File: config.mk
export PLATFORM = sky130hd
export DESIGN_NAME = fifo_wr_arbiter
export DESIGN_NICKNAME = d
export VERILOG_FILES = /design/src/rtl/fifo_arb_pkg.sv /design/src/rtl/rr_picker.sv /design/src/rtl/fifo_wr_arbiter.sv
export SDC_FILE = /design/constraint.sdc
export NUM_CORES = 1
export LEC_CHECK = 0
export CAP_MARGIN = 10
export CORE_ASPECT_RATIO = 1.4
export CORE_MARGIN = 10
export CORE_UTILIZATION = 30
export CTS_CLUSTER_DIAMETER = 40
export DETAILED_ROUTE_END_ITERATION = 16
export PLACE_DENSITY = 0.76
export SLEW_MARGIN = 20
export SYNTH_ARGS = -nofsm -noshare
export SYNTH_HDL_FRONTEND = slang
export SYNTH_SLANG_ARGS = --single-unit
File: constraint.sdc
create_clock -name clk -period 1.81 [get_ports clk]
set_clock_uncertainty 0.15 [all_clocks]
set_input_delay 0.362 -clock clk [delete_from_list [all_inputs] [get_ports clk]]
set_output_delay 0.362 -clock clk [all_outputs]
set_load 0.02 [all_outputs]
File: src/rtl/fifo_arb_pkg.sv
// Shared types and helpers for the FIFO write-port arbiter.
package fifo_arb_pkg;

  // Arbiter FSM: IDLE spends one cycle choosing an owner, BURST moves data.
  typedef enum logic {
    IDLE  = 1'b0,
    BURST = 1'b1
  } state_t;

  // Modulo-n increment used to advance the round-robin pointer.
  function automatic int unsigned rr_next(input int unsigned ptr, input int unsigned n);
    return ((ptr + 1) >= n) ? 0 : (ptr + 1);
  endfunction

endpackage

File: src/rtl/rr_picker.sv
// Combinational round-robin picker: returns the first set bit of valid,
// searching ptr, ptr+1, ... modulo NUM_REQ.
module rr_picker #(
  parameter int NUM_REQ = 4,
  parameter int IDW     = $clog2(NUM_REQ)
) (
  input  logic [NUM_REQ-1:0] valid,
  input  logic [IDW-1:0]     ptr,
  output logic               found,
  output logic [IDW-1:0]     idx
);

  logic [IDW:0] cand;

  // Walk candidates from farthest to nearest so the nearest valid one wins.
  always_comb begin
    found = 1'b0;
    idx   = '0;
    cand  = '0;
    for (int k = NUM_REQ - 1; k >= 0; k--) begin
      cand = {1'b0, ptr} + (IDW+1)'(k);
      if (cand >= (IDW+1)'(NUM_REQ)) begin
        cand = cand - (IDW+1)'(NUM_REQ);
      end
      if (valid[cand[IDW-1:0]]) begin
        found = 1'b1;
        idx   = cand[IDW-1:0];
      end
    end
  end

endmodule

File: src/rtl/fifo_wr_arbiter.sv
// Round-robin arbiter sharing one FIFO write port between NUM_REQ producers.
// Each grant lasts at most MAX_BURST accepted beats and ends early when the
// owner drops valid. A grant is always preceded by a one-cycle IDLE bubble.
//
// Handshake: a producer beat transfers in a cycle where req_valid[i] and
// req_ready[i] are both high at the rising edge; the producer must keep
// data stable while valid is high and ready is low. req_ready is at most
// one-hot and only ever set for the current owner while the FIFO is not full.
module fifo_wr_arbiter
  import fifo_arb_pkg::*;
#(
  parameter  int NUM_REQ   = 4,
  parameter  int WIDTH     = 8,
  parameter  int MAX_BURST = 4,
  localparam int IDW       = $clog2(NUM_REQ)
) (
  input  logic                     clk,
  input  logic                     rst,
  input  logic                     en,
  input  logic [NUM_REQ-1:0]       req_valid,
  input  logic [NUM_REQ*WIDTH-1:0] req_data,
  output logic [NUM_REQ-1:0]       req_ready,
  input  logic                     fifo_full,
  output logic                     fifo_wr_en,
  output logic [WIDTH-1:0]         fifo_data_in,
  output logic [IDW-1:0]           fifo_src,
  output logic                     busy,
  output logic [IDW-1:0]           grant_id
);

  // beat_cnt holds 0..MAX_BURST-1; the final beat ends the burst instead of
  // being stored.
  localparam int BCW = $clog2(MAX_BURST + 1);

  state_t           state;
  logic [IDW-1:0]   rr_ptr;
  logic [IDW-1:0]   owner;
  logic [BCW-1:0]   beat_cnt;

  logic             pick_found;
  logic [IDW-1:0]   pick_idx;
  logic             owner_valid;
  logic             xfer;
  logic             last_beat;
  logic [WIDTH-1:0] data_arr [NUM_REQ];

  rr_picker #(
    .NUM_REQ (NUM_REQ),
    .IDW     (IDW)
  ) u_picker (
    .valid (req_valid),
    .ptr   (rr_ptr),
    .found (pick_found),
    .idx   (pick_idx)
  );

  // Unpack the flat producer data bus into per-producer words.
  always_comb begin
    for (int i = 0; i < NUM_REQ; i++) begin
      data_arr[i] = req_data[i*WIDTH +: WIDTH];
    end
  end

  assign owner_valid = req_valid[owner];
  assign xfer        = (state == BURST) && owner_valid && !fifo_full;
  assign last_beat   = (beat_cnt == BCW'(MAX_BURST - 1));

  // Arbitration FSM with registered busy/grant_id status.
  always_ff @(posedge clk or negedge rst) begin
    if (!rst) begin
      state    <= IDLE;
      rr_ptr   <= '0;
      owner    <= '0;
      beat_cnt <= '0;
      busy     <= 1'b0;
      grant_id <= '0;
    end else begin
      case (state)
        IDLE: begin
          if (en && pick_found) begin
            state    <= BURST;
            owner    <= pick_idx;
            beat_cnt <= '0;
            busy     <= 1'b1;
            grant_id <= pick_idx;
          end
        end
        BURST: begin
          if (!owner_valid || (xfer && last_beat)) begin
            state    <= IDLE;
            rr_ptr   <= IDW'(rr_next(32'(owner), NUM_REQ));
            beat_cnt <= '0;
            busy     <= 1'b0;
            grant_id <= '0;
          end else if (xfer) begin
            beat_cnt <= beat_cnt + BCW'(1);
          end
        end
        default: begin
          state    <= IDLE;
          busy     <= 1'b0;
          grant_id <= '0;
        end
      endcase
    end
  end

  // Only the owner sees ready, and only while the FIFO can take a word.
  always_comb begin
    req_ready = '0;
    if (state == BURST) begin
      req_ready[owner] = !fifo_full;
    end
  end

  // Zero-latency write path; data and source are zeroed when not writing.
  always_comb begin
    fifo_wr_en   = xfer;
    fifo_data_in = '0;
    fifo_src     = '0;
    if (xfer) begin
      fifo_data_in = data_arr[owner];
      fifo_src     = owner;
    end
  end

endmodule

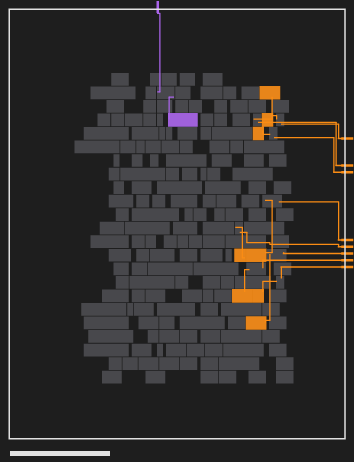
io_fan.png
The bar under the picture is 20 µm long.
legend:
  fifo_data_in:
    color: orange
    bits: 8
    direction: output
    edge: east
    end_cells: 8
    buffers: 8
    wire: 206 µm
  en:
    color: purple
    bits: 1
    direction: input
    edge: north
    end_cells: 1
    buffers: 1
    wire: 22.5 µm
Buffers on Ports: 57
IO Count: 58

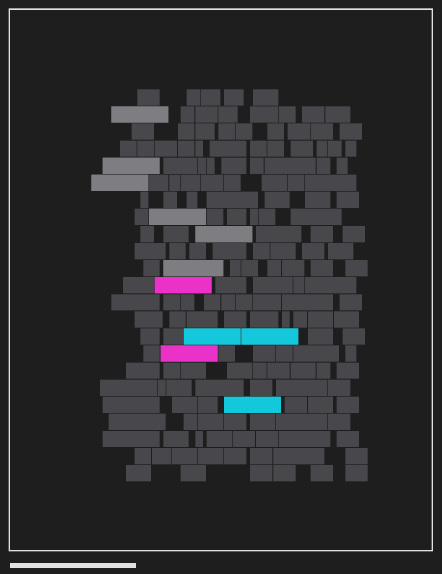
flops_by_reg.png
The bar under the picture is 20 µm long. Other sequential cells in the stronger gray, the rest of the logic in the fainter gray.
legend:
  beat_cnt:
    color: cyan
    flops: 3
  rr_ptr:
    color: magenta
    flops: 2
not colored: 6
flop share of the area: 13.4%
register area: 277 µm²
Power Sequential: 460 µW
Final Util: 70.5%

==> run summary <==
CP Max Fanout = 5
CTS tree = built
GRT Util Overall = 13.1%
Final setup viols = 24
Syn nets = 136
Number of global-route vias before repair = 1139
Nets = 225
Worst path depth = 4
Met2 Use GR = 25.7%
Final Max Slew Viols = 0
Clk_lat worst skew = 0.23 ns
Min Tclk post-route = 2.22 ns
Basic Gates by Area = 21.8%
Mux area share = 24.4%
Crit share post-route = 123%
Max cap viols = 0
Post-synth EDFFs = 0
Dominant logic cell type in the layout = clkdlybuf4s50_1
Worst endpoint data arrival time = 1.71 ns
Via count = 1114
Inverters = 5
Reg with most FFs = beat_cnt
Status = finished, violations left
DPL Wire Length = 3060 µm
Slew HR = 63.9%
Critical-path cell list = buf_6 > mux4_2 > and3_1 > buf_2
Failing checks = setup timing
Max Fclk = 451 MHz
Tightest Pin Transition = 0.540 ns
Seq/Total Area, Yosys = 29.5%
Final WS setup = -0.408 ns
Yosys stat cell total = 89
Remaining DRCs = 0
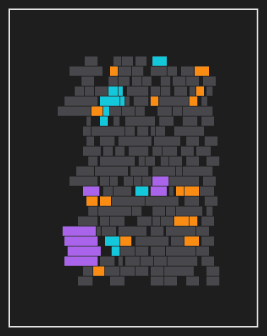
logic_types.png
legend:
  and/or cells:
    color: orange
    cells: 15
    most_used: and2_4
  nor cells:
    color: cyan
    cells: 10
  fa/ha/maj cells:
    color: purple
    cells: 7
    most_used: ha_4

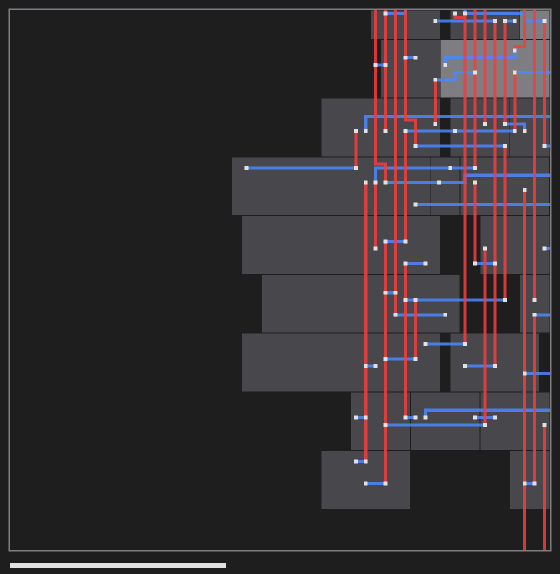
detail.png
The bar under the picture is 10 µm long. Region (4, 9) to (29, 34) µm. Cells in gray, sequential cells in the stronger gray; small squares are vias.
legend:
  metal 1:
    color: blue
  metal 2:
    color: red
most frequent: ha_4 (4), buf_6 (3), buf_4 (3)
cells with their middle in the window: 17
netlist names of flops here include: rr_ptr (1)
sequential cells in the window: 1

Power is estimated from default activity; no workload was simulated.
